===== config.mk =====
export PLATFORM = sky130hd
export DESIGN_NAME = qoa_spi_master
export DESIGN_NICKNAME = d
export VERILOG_FILES = /design/src/rtl/qoa_spi_master_pkg.sv /design/src/rtl/qoa_spi_phase_timer.sv /design/src/rtl/qoa_spi_master.sv
export SDC_FILE = /design/constraint.sdc
export NUM_CORES = 1
export LEC_CHECK = 0
export ABC_AREA = 1
export CAP_MARGIN = 20
export CORE_MARGIN = 3
export CORE_UTILIZATION = 50
export CTS_BUF_LIST = sky130_fd_sc_hd__clkbuf_4
export DETAILED_ROUTE_END_ITERATION = 10
export PLACE_DENSITY = 0.77
export SYNTH_ARGS = -nofsm -noshare
export SYNTH_HDL_FRONTEND = slang
export SYNTH_HIERARCHICAL = 1
export SYNTH_SLANG_ARGS = --single-unit

===== constraint.sdc =====
create_clock -name clk -period 1.92 [get_ports clk]
set_input_delay 0.384 -clock clk [delete_from_list [all_inputs] [get_ports clk]]
set_output_delay 0.384 -clock clk [all_outputs]
set_load 0.005 [all_outputs]

===== src/rtl/qoa_spi_master_pkg.sv =====
// Shared definitions for the QOA SPI master: FSM state encodings, byte width
// and a sizing helper for the phase counter.
package qoa_spi_master_pkg;

   localparam int SPI_BYTE_BITS = 8;

   typedef enum logic [2:0] {
      ST_IDLE  = 3'd0,
      ST_SETUP = 3'd1,
      ST_LOW   = 3'd2,
      ST_HIGH  = 3'd3,
      ST_HOLD  = 3'd4,
      ST_TAIL  = 3'd5,
      ST_GAP   = 3'd6
   } spi_state_t;

   function automatic int max3(input int a, input int b, input int c);
      int m;
      m = (a > b) ? a : b;
      return (m > c) ? m : c;
   endfunction

endpackage


===== src/rtl/qoa_spi_phase_timer.sv =====
// Loadable down-counter timing one SPI phase; done is high in the last cycle
// of the phase (the loaded value is the phase length minus one).
module qoa_spi_phase_timer #(
   parameter int W = 3
) (
   input  logic         clk,
   input  logic         rst,
   input  logic         load,
   input  logic [W-1:0] load_val,
   output logic         done
);

   logic [W-1:0] cnt_r;

   // Remaining cycles after the current one; stops at zero
   always_ff @(posedge clk) begin
      if (rst) begin
         cnt_r <= {W{1'b0}};
      end else if (load) begin
         cnt_r <= load_val;
      end else if (cnt_r != {W{1'b0}}) begin
         cnt_r <= cnt_r - W'(1);
      end else begin
         cnt_r <= cnt_r;
      end
   end

   assign done = (cnt_r == {W{1'b0}});

endmodule


===== src/rtl/qoa_spi_master.sv =====
// SPI mode-0 initiator (CPOL=0, CPHA=0, MSB first) with CS-framed bursts.
// SCLK is derived from clk, so MISO is sampled directly on the rising-SCLK edge.
module qoa_spi_master #(
   parameter int CLK_DIV      = 4,
   parameter int CS_SETUP_CYC = 2,
   parameter int CS_IDLE_CYC  = 2
) (
   input  logic       clk,
   input  logic       rst,
   input  logic       tx_valid,
   output logic       tx_ready,
   input  logic [7:0] tx_data,
   input  logic       tx_last,
   output logic       rx_valid,
   output logic [7:0] rx_data,
   output logic       busy,
   output logic       spi_sclk,
   output logic       spi_cs_n,
   output logic       spi_mosi,
   input  logic       spi_miso
);
   import qoa_spi_master_pkg::*;

   localparam int PW = $clog2(max3(CLK_DIV, CS_SETUP_CYC, CS_IDLE_CYC)) + 1;
   localparam logic [2:0] LAST_BIT = 3'(SPI_BYTE_BITS - 1);

   spi_state_t state_r, state_s;

   logic          tmr_load_s;
   logic [PW-1:0] tmr_val_s;
   logic          tmr_done_s;
   logic          accept_s;

   // MSB goes straight to mosi at accept, so only the remaining bits are kept
   logic [SPI_BYTE_BITS-2:0] tx_sr_r, tx_sr_s;
   logic [SPI_BYTE_BITS-1:0] rx_sr_r, rx_sr_s;
   logic [SPI_BYTE_BITS-1:0] rx_data_r, rx_data_s;
   logic [2:0] bit_cnt_r, bit_cnt_s;
   logic last_r, last_s;
   logic sclk_r, sclk_s;
   logic cs_n_r, cs_n_s;
   logic mosi_r, mosi_s;
   logic rx_valid_r, rx_valid_s;
   logic busy_r, busy_s;
   logic tx_ready_r, tx_ready_s;

   assign tx_ready = tx_ready_r & ~rst;
   assign accept_s = tx_valid & tx_ready;

   qoa_spi_phase_timer #(.W(PW)) u_timer (
      .clk      (clk),
      .rst      (rst),
      .load     (tmr_load_s),
      .load_val (tmr_val_s),
      .done     (tmr_done_s)
   );

   // Every state change restarts the timer with the new phase length
   assign tmr_load_s = (state_s != state_r);

   // Phase length (minus one) of the state being entered
   always_comb begin
      case (state_s)
         ST_SETUP:                 tmr_val_s = PW'(CS_SETUP_CYC - 1);
         ST_LOW, ST_HIGH, ST_TAIL: tmr_val_s = PW'(CLK_DIV - 1);
         ST_GAP:                   tmr_val_s = PW'(CS_IDLE_CYC - 1);
         default:                  tmr_val_s = {PW{1'b0}};
      endcase
   end

   // State register
   always_ff @(posedge clk) begin
      if (rst) begin
         state_r <= ST_IDLE;
      end else begin
         state_r <= state_s;
      end
   end

   // Next-state logic
   always_comb begin
      state_s = state_r;
      case (state_r)
         ST_IDLE:  state_s = accept_s   ? ST_SETUP : ST_IDLE;
         ST_SETUP: state_s = tmr_done_s ? ST_LOW   : ST_SETUP;
         ST_LOW:   state_s = tmr_done_s ? ST_HIGH  : ST_LOW;
         ST_HIGH: begin
            if (!tmr_done_s) begin
               state_s = ST_HIGH;
            end else if (bit_cnt_r != LAST_BIT) begin
               state_s = ST_LOW;
            end else begin
               state_s = last_r ? ST_TAIL : ST_HOLD;
            end
         end
         ST_HOLD:  state_s = accept_s   ? ST_LOW  : ST_HOLD;
         ST_TAIL:  state_s = tmr_done_s ? ST_GAP  : ST_TAIL;
         ST_GAP:   state_s = tmr_done_s ? ST_IDLE : ST_GAP;
         default:  state_s = ST_IDLE;
      endcase
   end

   // Next values of the shifters, counters and registered outputs
   always_comb begin
      tx_sr_s    = tx_sr_r;
      rx_sr_s    = rx_sr_r;
      rx_data_s  = rx_data_r;
      bit_cnt_s  = bit_cnt_r;
      last_s     = last_r;
      sclk_s     = sclk_r;
      cs_n_s     = cs_n_r;
      mosi_s     = mosi_r;
      rx_valid_s = 1'b0;
      busy_s     = (state_s != ST_IDLE);
      tx_ready_s = (state_s == ST_IDLE) || (state_s == ST_HOLD);
      case (state_r)
         ST_IDLE, ST_HOLD: begin
            if (accept_s) begin
               tx_sr_s   = tx_data[SPI_BYTE_BITS-2:0];
               mosi_s    = tx_data[SPI_BYTE_BITS-1];
               last_s    = tx_last;
               bit_cnt_s = 3'd0;
               cs_n_s    = 1'b0;
            end else begin
               cs_n_s = cs_n_r;
            end
         end
         ST_LOW: begin
            if (tmr_done_s) begin
               sclk_s  = 1'b1;
               rx_sr_s = {rx_sr_r[SPI_BYTE_BITS-2:0], spi_miso};
            end else begin
               sclk_s = sclk_r;
            end
         end
         ST_HIGH: begin
            if (tmr_done_s) begin
               sclk_s = 1'b0;
               if (bit_cnt_r != LAST_BIT) begin
                  mosi_s    = tx_sr_r[SPI_BYTE_BITS-2];
                  tx_sr_s   = {tx_sr_r[SPI_BYTE_BITS-3:0], 1'b0};
                  bit_cnt_s = bit_cnt_r + 3'd1;
               end else begin
                  rx_data_s  = rx_sr_r;
                  rx_valid_s = 1'b1;
               end
            end else begin
               sclk_s = sclk_r;
            end
         end
         ST_TAIL: begin
            if (tmr_done_s) begin
               cs_n_s = 1'b1;
               mosi_s = 1'b0;
            end else begin
               cs_n_s = cs_n_r;
            end
         end
         ST_SETUP, ST_GAP: begin
            cs_n_s = cs_n_r;
         end
         default: begin
            cs_n_s = 1'b1;
            sclk_s = 1'b0;
            mosi_s = 1'b0;
         end
      endcase
   end

   // Datapath and output registers
   always_ff @(posedge clk) begin
      if (rst) begin
         tx_sr_r    <= {(SPI_BYTE_BITS-1){1'b0}};
         rx_sr_r    <= {SPI_BYTE_BITS{1'b0}};
         rx_data_r  <= {SPI_BYTE_BITS{1'b0}};
         bit_cnt_r  <= 3'd0;
         last_r     <= 1'b0;
         sclk_r     <= 1'b0;
         cs_n_r     <= 1'b1;
         mosi_r     <= 1'b0;
         rx_valid_r <= 1'b0;
         busy_r     <= 1'b0;
         tx_ready_r <= 1'b1;
      end else begin
         tx_sr_r    <= tx_sr_s;
         rx_sr_r    <= rx_sr_s;
         rx_data_r  <= rx_data_s;
         bit_cnt_r  <= bit_cnt_s;
         last_r     <= last_s;
         sclk_r     <= sclk_s;
         cs_n_r     <= cs_n_s;
         mosi_r     <= mosi_s;
         rx_valid_r <= rx_valid_s;
         busy_r     <= busy_s;
         tx_ready_r <= tx_ready_s;
      end
   end

   assign rx_valid = rx_valid_r;
   assign rx_data  = rx_data_r;
   assign busy     = busy_r;
   assign spi_sclk = sclk_r;
   assign spi_cs_n = cs_n_r;
   assign spi_mosi = mosi_r;

endmodule


run_1/clocks.png
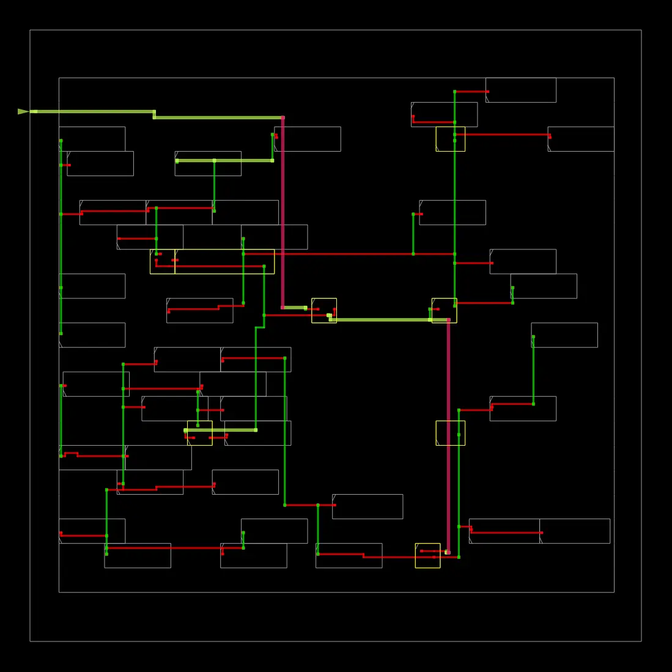
clock group power: 594 uW
Num CTS Buffers: 5
clk_buf instances: 5
clk_skew: 0.01502 ns
Flop Count: 39

run_1/detail.png
Region (41, 41) to (61, 61) um. Cells in gray, sequential cells in the stronger gray; small squares are vias.
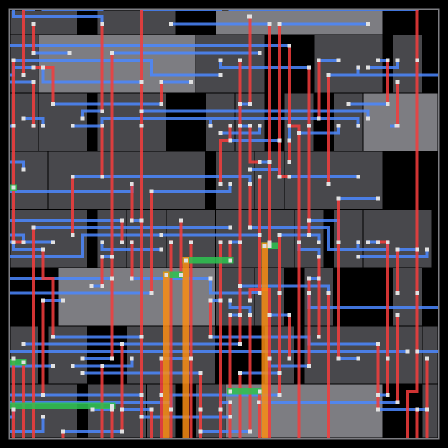
[metal 3] green
[metal 2] red
[metal 1] blue
[metal 4] orange
sequential cells in the window: 3
cells with their middle in the window: 40
most frequent: nand2_1 (9), nor2_1 (7)
netlist names of flops here include: tx_sr_r (2), bit_cnt_r (1)

==> reports/results.txt, run 1 <==
MUX share of area = 0%
Post-synth regs = 39
Fin util = 74.31%
Signal buf overhead = 20.52%
Status = complete, no violations
Well Taps = 46
Cycle use final = 97.76%
Count of cell types in the netlist = 29
Top cells, area = dfxtp_1 (41%), nand2_1 (12%), nor2_1 (11%), o21ai_0 (6.5%), inv_1 (3.7%)
CP endpoint kind = flip-flop
Die y size = 67.88 um
IO Count = 27
Number of routed nets with antenna violations = 0
Worst path max stage delay = 0.35 ns
Flop share of the area = 30.08%
Clock Root Buffer = clkbuf_4
Final tally of max-slew violations = 0
Yosys warning tally = 6
FF+latch area = 787.0 um2
Crit-path cells = inv_2, ha_4, inv_2, nor2_4, inv_2, buf_4, nand2_1, nand2_1, nand2_2, nand2_2, nand2_1, nand2_1, inv_2, nand2_4, inv_4, nand3_4, o21bai_1, nor2_1
Max-Cap Viols = 0
Filler Cells Inserted = 281
Port Buffers = 26
R2R setup slack = 0.04 ns
Worst hold-check path type = flip-flop to flip-flop
CTS H-tree depth = 2
Max FO, Critical Path = 6
Yosys chip area = 1914 um2
Hold Slack = 0.4661 ns
CP bufs+invs = 6
Placed Cells = 358
Diode count = 0
Unrepaired setup endpoints after global routing = yes
Vias per cell = 5.013
Vias in the first global route = 1716
Comb area leader = simple AND/OR/NAND/NOR gates
Count of library flops with an enable pin = 0
Core Region = 3521 um2
Logic area = 1057 um2
FP Core Util = 54.37%
Routability cong. = 0.8739
CP arrival = 2.14 ns
Critical path origin = u_timer/cnt_r[0]
Finished Layout Cells = 376
Final WS setup = 0.04302 ns
Log Warnings = 29
Synth Cell Area = 1914 um2
PostCTS Resize Cnt = 15
Kind of critical path = flip-flop to flip-flop
Prevailing post-synth register cell = dfxtp_1
Worst-Skew Late Latency = 0.37 ns
Max VDD drop = 0.8366 mV
Fmax = 0.5328 GHz
Setup tns final = 0 ns
Cell Area, Placed = 2360 um2
Share of cells above drive strength 1 = 27.27%
Critical R2R Launch = u_timer/cnt_r[0]
DR iter-0 viols = 157
Hold Path Origin = last_r
Nonclk buf count = 60
Setup violations, final = 0
Dominant logic cell type in the layout = nand2_1
Antenna violations before repair = 0
Number of logic gates = 199
Crit path DRT = 2.19 ns
Slowest CP cell = dfxtp_2
# Cells Yosys = 271
# nets final = 346
Crit path depth = 18
Grt ovf = 0
Postcts setup bufs = 4
RR Endpoint = u_timer/cnt_r[1]
Worst Reg-to-Reg Cells = 18
Combinational share of cell area = 40.41%
Most instantiated logic cells after routing = nand2_1 (55), nor2_1 (52), dfxtp_1 (34)
Row count = 21
Top delay family on crit path = simple AND/OR/NAND/NOR gates
Total power draw = 3266 uW
Yosys aoi share = 14.05%
Cells after synthesis = 271
Clk slew on worst S/H paths = 0.14 ns
Mapped Nets = 288
First-pass GRT wire length = 7293 um
Clock Tree Buf Depth = 2
Top-area cell share = 40.78%
Xor/xnor share = 0.4575%
Startpoint types = flip-flop
Hpwl dp = 3095 um
Chip Width = 67.88 um
Cts hold-fix bufs = 0
Post-synthesis adder-cell area fraction = 2.614%
Synth Seq Share = 40.78%
Hold Vio Cnt, Final = 0
DRC viols = 0
Pre-Repair DR Iteration Count = 4
Leak pwr = 0.001222 uW
Worst setup path end = u_timer/cnt_r[1]
Clock net sink count = 39
Place WS = -0.2183 ns
Area grow syn2layout = 36.67%
Largest area class, layout = multi-input combinational cells
Pwr Density = 1248 nW/um2
Nonclk inv count = 24
Largest area contributor in the netlist = dfxtp_1
Ys async rst share = 0%
Fin crit period = 1.877 ns
CTS tree = yes
Pin count of the biggest net entering global routing = 29
Die footprint = 4607 um2
Clock network area share = 3.252%
Syn_area_per_cell = 7.064 um2
Fin area = 2616 um2
Simple share = 33.66%
run_1/layer_met2.png
Drawn at 6 px/um. Cells faint in the background.
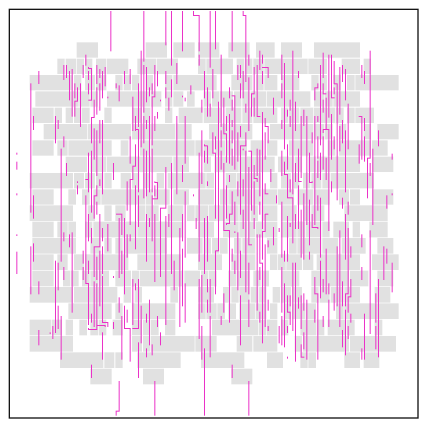
main direction: vertical
nets with wire on the layer: 268
wire length on this layer: 2200 um
longest straight run: 24.8 um
met2 Track Usage GR: 34.14%
via count: 1885
WL final: 4636 um

run_1/wires.png
Drawn at 8 px/um. Two of the layers only.
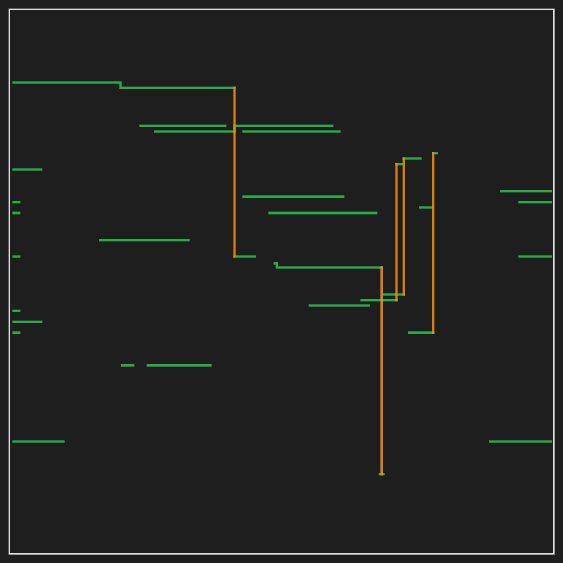
[metal 3] green | wire length: 196 um
[metal 4] orange | wire length: 103 um
GRT Util Overall: 21.27%
drt wl/cell: 12.33 um

-- run 1: synthesized netlist by cell type (2+ instances only) --
cell and instances:
nand2_1 61, nor2_1 57, dfxtp_1 39, o21ai_0 25, inv_1 19, a21oi_1 8, nor3_1 8, nand3_1 6
o21ai_2 5, buf_6 4, ha_1 4, inv_2 4, o21ai_1 4, buf_2 3, nor2_2 3, nor2_4 3
a21oi_2 2, clkbuf_1 2, nand2_4 2, nand3_2 2, nand4_1 2
-- run 1: logic make-up after synthesis --
group	count (synthesis)
compound gates	47
xor+xnor	1
fa+ha+maj	4
buf+inv	33
flops	39
other cells	1
simple gates	146
-- run 1: power breakdown --
group / switching (uW) / leakage [uW] / internal (uW)
sequential: 118 / 0.000319 / 987
clock: 313 / 0.0000458 / 281
combinational: 820 / 0.000857 / 747
total: 1250 / 0.00122 / 2010
-- run 1: layer usage --
layer  vias up  wire, um  part of all wire [%]  track usage (%)
met5         -         0                     0                0
met4         0       103                   2.2            5.955
met3        10       195                   4.2            6.404
met2        47      2196                    47            34.14
met1       851      2141                    46            27.69
li1        977         -                     -                -
-- run 1: state kept, by name, indices dropped and copies added, names as in the netlist --
signal	flops
spi_mosi	1
busy	1
rx_sr_r	8
rx_data	8
state_r	3
spi_sclk	1
u_timer/cnt_r	3
rx_valid	1
last_r	1
bit_cnt_r	3
tx_sr_r	7
tx_ready_r	1
spi_cs_n	1
-- run 1: worst min path at each step --
| stage | end | slack, ns | cells past startpoint |
|---|---|---|---|
| floorplan | last_r | 0.42 | 2 |
| global placement | last_r | 0.43 | 2 |
| detailed placement | last_r | 0.45 | 2 |
| CTS | last_r | 0.46 | 2 |
| global route | last_r | 0.50 | 2 |
| finish | last_r | 0.47 | 2 |
## Run 2: what changed since run 1
Settings changed: TNS_END_PERCENT set to 30.
run_2/io_fan.png
Drawn at 6 px/um.
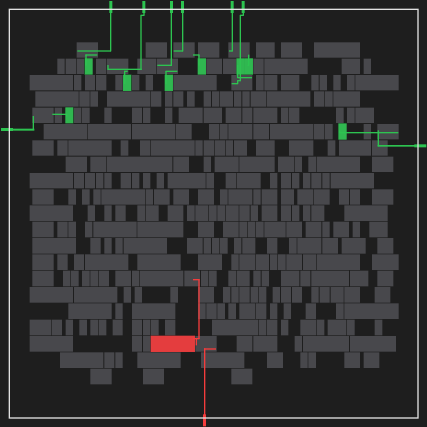
[tx_data] green | bits: 8 | direction: input | edge: 6 top, 1 left, 1 right | end cells: 8 | wire: 115 um
[spi_sclk] red | bits: 1 | direction: output | edge: bottom | end cells: 1 | wire: 25.6 um
IO Count: 27
Port Buffers: 26

==> reports/results.txt, run 2 <==
Clock power share = 18.2%
RR Endpoint = u_timer/cnt_r[1]
Clock Tree Buf Depth = 2
Top delay family on crit path = flip-flops
Vias per cell = 4.963
Critical R2R Launch = state_r[1]
Post-Route M1 WL = 2157 um
WHS Path Cells = 2
# nets final = 345
Well Taps = 46
Cts hold-fix bufs = 0
Area grow syn2layout = 36.01%
FP Core Util = 54.37%
Final WS setup = 0.07363 ns
Hold path endpoint = last_r
Log Warnings = 29
Total power draw = 3238 uW
Sw frac = 38.15%
Cell Area, Placed = 2360 um2
Max-Cap Viols = 0
DR iter-0 viols = 102
Clk_buf instances = 5
DRC viols = 0
Met2 routed WL = 2164 um
Setup tns final = 0 ns
Cells after synthesis = 271
WL final = 4538 um
Pwr Density = 1244 nW/um2
Worst hold-check path type = flip-flop to flip-flop
Number of routed nets with antenna violations = 0
Status = complete, no violations
Die y size = 67.88 um
Filler Cells Inserted = 281
Vias in the first global route = 1716
Startpoint types = flip-flop
CP bufs+invs = 3
Max FO, Critical Path = 7
Routability cong. = 0.8739
Count of cell types in the netlist = 29
CP endpoint kind = flip-flop
Flop share of the area = 30.23%
Sequential share of power = 34.2%
PostCTS Resize Cnt = 15
Fin util = 73.95%
Mapped Nets = 288
Pre-Repair DR Iteration Count = 4
Hold Path Origin = last_r
Place WS = -0.2183 ns
Ys async rst share = 0%
Clock Root Buffer = clkbuf_4
Die footprint = 4607 um2
Max VDD drop = 0.8293 mV
Core Region = 3521 um2
Leak pwr = 0.001208 uW
Gate power share = 47.6%
Worst-Skew Late Latency = 0.36 ns
Prevailing post-synth register cell = dfxtp_1
Crit path DRT = 2.23 ns
Finished Layout Cells = 375
Yosys warning tally = 6
R2R setup slack = 0.07 ns
Logic area = 1057 um2
FF+latch area = 787.0 um2
Synth Seq Share = 40.78%
Largest area class, layout = multi-input combinational cells
Met3 WL = 164 um
Dominant logic cell type in the layout = nand2_1
Drt wl/cell = 12.10 um
Fin crit period = 1.846 ns
Hpwl dp = 3095 um
Largest area contributor in the netlist = dfxtp_1
Num CTS Buffers = 5
Hold Vio Cnt, Final = 0
Antenna violations before repair = 0
Clock network area share = 3.268%
Nonclk inv count = 24
Placed Cells = 358
Number of logic gates = 199
Net switching power = 1235 uW
CP arrival = 2.15 ns
Most instantiated logic cells after routing = nand2_1 (55), nor2_1 (52), dfxtp_1 (34)
Share of cells above drive strength 1 = 27.36%
Count of library flops with an enable pin = 0
Clk_skew = 0.01383 ns
Diode count = 0
Top cells, area = dfxtp_1 (41%), nand2_1 (12%), nor2_1 (11%), o21ai_0 (6.5%), inv_1 (3.7%)
Setup violations, final = 0
Via count = 1861
Cycle use final = 96.17%
First-pass GRT wire length = 7293 um
# Cells Yosys = 271
Combinational share of cell area = 40.61%
Worst Reg-to-Reg Cells = 12
Synth Cell Area = 1914 um2
Top-count cell post-synth = nand2_1
Synth top cells by count = nand2_1 (61), nor2_1 (57), dfxtp_1 (39)
Slowest CP cell = dfxtp_1
Fin area = 2604 um2
Syn_area_per_cell = 7.064 um2
Clock net sink count = 39
Post-synth regs = 39
CTS H-tree depth = 2
Yosys chip area = 1914 um2
Chip Width = 67.88 um
Hold Slack = 0.4666 ns
Crit-path cells = buf_4, nand2_1, a21oi_4, nor2_2, buf_4, nand3_1, inv_1, o21ai_0, nand2_1, o21ai_0, nor2_1, nor2_1
Fmax = 0.5416 GHz
Pin count of the biggest net entering global routing = 29
Unrepaired setup endpoints after global routing = yes
DR top layer = met4
Kind of critical path = flip-flop to flip-flop
Final tally of max-slew violations = 0
Grt ovf = 0
Internal power = 2003 uW
Top-area cell share = 40.78%
Clk slew on worst S/H paths = 0.13 ns
Signal buf overhead = 20.13%
Postcts setup bufs = 4
GRT Util Overall = 21.27%
Flop Count = 39
Worst path max stage delay = 0.56 ns
-- run 2: cell counts after synthesis --
No cell type changed its count.
-- run 2: logic make-up (layout without fill, tap and decap cells) --
family,Yosys count,count (layout),share of synthesized area [%]
other cells,1,1,0.1959
buf+inv,33,91,8.235
fa+ha+maj,4,4,2.614
flops,39,39,40.78
simple gates,146,146,33.66
compound gates,47,47,14.05
xor+xnor,1,1,0.4576
-- run 2: power by group through the flow --
| stage | Sequential [uW] | Combinational [uW] | Clock [uW] |
|---|---|---|---|
| after detailed placement | 1110 | 1250 | 0 |
| after global routing | 1130 | 1720 | 639 |
| after CTS | 1100 | 1370 | 606 |
| after global placement | 1100 | 1230 | 0 |
| after floorplan | 1080 | 842 | 0 |
| final | 1110 | 1540 | 589 |
-- run 2: worst reg2reg max path, cell delays in order, from the launching register on --
cell     delay (ns)
dfxtp_1        0.56
buf_4          0.21
nand2_1        0.11
a21oi_4        0.14
nor2_2         0.06
buf_4          0.12
nand3_1        0.08
inv_1          0.06
o21ai_0        0.14
nand2_1        0.07
o21ai_0        0.08
nor2_1         0.07
nor2_1         0.09
-- run 2: per-layer routing --
metal	vias to the layer above	track usage, %
met2	39	34.14
met4	0	5.955
met5	-	0
met1	843	27.69
met3	5	6.404
li1	974	-
-- run 2: worst max-delay path by stage --
stage | to | slack, ns | start
after floorplan | u_timer/cnt_r[1] | 0.02 | u_timer/cnt_r[0]
after global placement | tx_ready | -0.11 | rst
after detailed placement | u_timer/cnt_r[1] | -0.22 | rst
after CTS | u_timer/cnt_r[1] | -0.04 | u_timer/cnt_r[1]
after global routing | u_timer/cnt_r[1] | -0.09 | u_timer/cnt_r[0]
final | u_timer/cnt_r[1] | 0.07 | state_r[1]
## Run 3: what changed since run 2
Settings changed: PLACE_DENSITY 0.77 to 0.87.
run_3/wires.png
Drawn at 8 px/um. Two of the layers only.
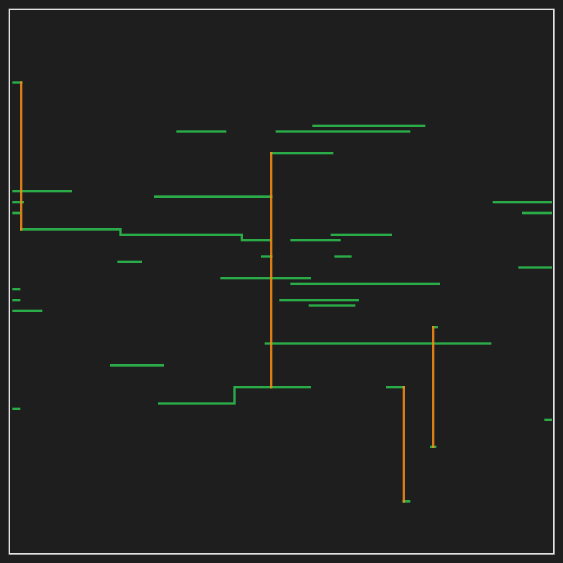
[metal 4] orange | wire length: 76.8 um
[metal 3] green | wire length: 244 um
via count: 1846
WL final: 4458 um
GRT Util Overall: 22.37%
drt wl/cell: 12.05 um

==> reports/results.txt, run 3 <==
Hold path endpoint = last_r
Pre-Repair DR Iteration Count = 4
Hold Path Origin = last_r
GR Util met3 = 5.255%
Clock net sink count = 39
Critical R2R Launch = u_timer/cnt_r[0]
CP endpoint kind = flip-flop
First-pass GRT wire length = 7845 um
Final tally of max-slew violations = 0
Clock power share = 17.5%
Worst hold-check path type = flip-flop to flip-flop
Gate power share = 47.2%
Yosys warning tally = 6
Routability cong. = 0.8972
Top cells, area = dfxtp_1 (41%), nand2_1 (12%), nor2_1 (11%), o21ai_0 (6.5%), inv_1 (3.7%)
Port Buffers = 26
Clock Tree Buf Depth = 2
IO Count = 27
CTS tree = yes
M1 GR Usage = 27.09%
Chip Width = 67.88 um
Startpoint types = flip-flop
Met3 WL = 243 um
WHS Path Cells = 2
Clk_skew = 0.006732 ns
# Cells Yosys = 271
Area grow syn2layout = 32.61%
Top-area cell share = 40.78%
Leak pwr = 0.001183 uW
Sw frac = 37.68%
Pin count of the biggest net entering global routing = 29
Fmax = 0.5289 GHz
Cycle use final = 98.48%
Crit path DRT = 2.18 ns
Seq power = 1120 uW
Max VDD drop = 0.6719 mV
Fin util = 72.10%
Core Region = 3521 um2
Share of cells above drive strength 1 = 25.00%
Top-count cell post-synth = nand2_1
Main power group = combinational logic
Met2 routed WL = 2174 um
Unrepaired setup endpoints after global routing = yes
Worst Reg-to-Reg Cells = 17
Number of routed nets with antenna violations = 0
RR Endpoint = u_timer/cnt_r[1]
Met2 Track Usage GR = 39.37%
Top delay family on crit path = simple AND/OR/NAND/NOR gates
GRT Max-Usage Layer = met2
Slowest CP cell = dfxtp_2
Status = complete, no violations
Hold Vio Cnt, Final = 0
Prevailing post-synth register cell = dfxtp_1
R2R setup slack = 0.03 ns
Logic area = 1036 um2
Net switching power = 1193 uW
DR top layer = met4
Worst path max stage delay = 0.35 ns
Clock Root Buffer = clkbuf_4
Vias per cell = 4.989
Die footprint = 4607 um2
Max FO, Critical Path = 6
Num CTS Buffers = 5
Largest area contributor in the netlist = dfxtp_1
DRC viols = 0
Clock group power = 554 uW
Critical path origin = u_timer/cnt_r[0]
Vias in the first global route = 1823
Internal power = 1974 uW
Worst setup path end = u_timer/cnt_r[1]
Final WS setup = 0.02919 ns
Hold Slack = 0.4849 ns
Die y size = 67.88 um
DR iter-0 viols = 92
Most instantiated logic cells after routing = nand2_1 (56), nor2_1 (53), dfxtp_1 (34)
Synth top cells by count = nand2_1 (61), nor2_1 (57), dfxtp_1 (39)
Place WS = -0.1885 ns
Pwr Density = 1248 nW/um2
Mapped Nets = 288
Clk slew on worst S/H paths = 0.12 ns
Diode count = 0
Grt ovf = 0
Max-Cap Viols = 0
Cells after synthesis = 271
Filler Cells Inserted = 301
FP Core Util = 54.37%
Power Combinational = 1490 uW
Post-Route M1 WL = 1963 um
Antenna violations before repair = 0
Dominant logic cell type in the layout = nand2_1
Cts hold-fix bufs = 0
Synth Cell Area = 1914 um2
Setup violations, final = 0
Syn_area_per_cell = 7.064 um2
# nets final = 340
Count of library flops with an enable pin = 0
Yosys chip area = 1914 um2
==> run 3: logic make-up after synthesis <==
family	after synthesis	share of synthesized area, %
and+or+nand+nor	146	33.66
AOI/OAI and AO/OA	47	14.05
DFF	39	40.78
buffers and inverters	33	8.235
adders and majority gates	4	2.614
xor gates and xnor gates	1	0.4576
other	1	0.1959
==> run 3: timing repair <==
| action | in CTS | in global routing |
|---|---|---|
| cloned | 0 | 0 |
| pin swaps | 6 | 10 |
| endpoints found under the setup margin | 4 | 7 |
| buffers inserted | 3 | 1 |
| gates resized | 17 | 14 |
==> run 3: worst register-to-register path, cell delays in order, from the launching register on <==
cell,delay (ns)
dfxtp_2,0.35
inv_2,0.08
ha_4,0.15
inv_4,0.04
nor2_4,0.13
inv_2,0.09
a21oi_2,0.10
nor2_1,0.06
nor2_2,0.15
nand2_2,0.08
nand2_2,0.05
nand2_1,0.05
inv_2,0.06
nand2_4,0.07
inv_4,0.07
nand3_4,0.09
o21bai_1,0.13
nor2_1,0.06
==> run 3: layout make-up <==
type	instances	area share, %
Sequential cell	39	31.00
Timing Repair Buffer	54	19.02
Clock buffer	5	1.479
Tap cell	46	2.267
Inverter	24	3.746
Multi-Input combinational cell	199	40.81
Clock inverter	3	1.676
==> run 3: metrics by stage <==
stage | cell area (um2) | TNS [ns] | power (uW) | cells
after global routing | 2539 | -0.2334 | 3427 | 370
after floorplan | 1917 | 0 | 1922 | 271
after detailed placement | 2360 | -0.6089 | 2370 | 358
after global placement | 2360 | -0.3935 | 2334 | 358
after CTS | 2497 | 0 | 3064 | 369
final | 2539 | 0 | 3167 | 370
Power and IR drop assume default switching activity.
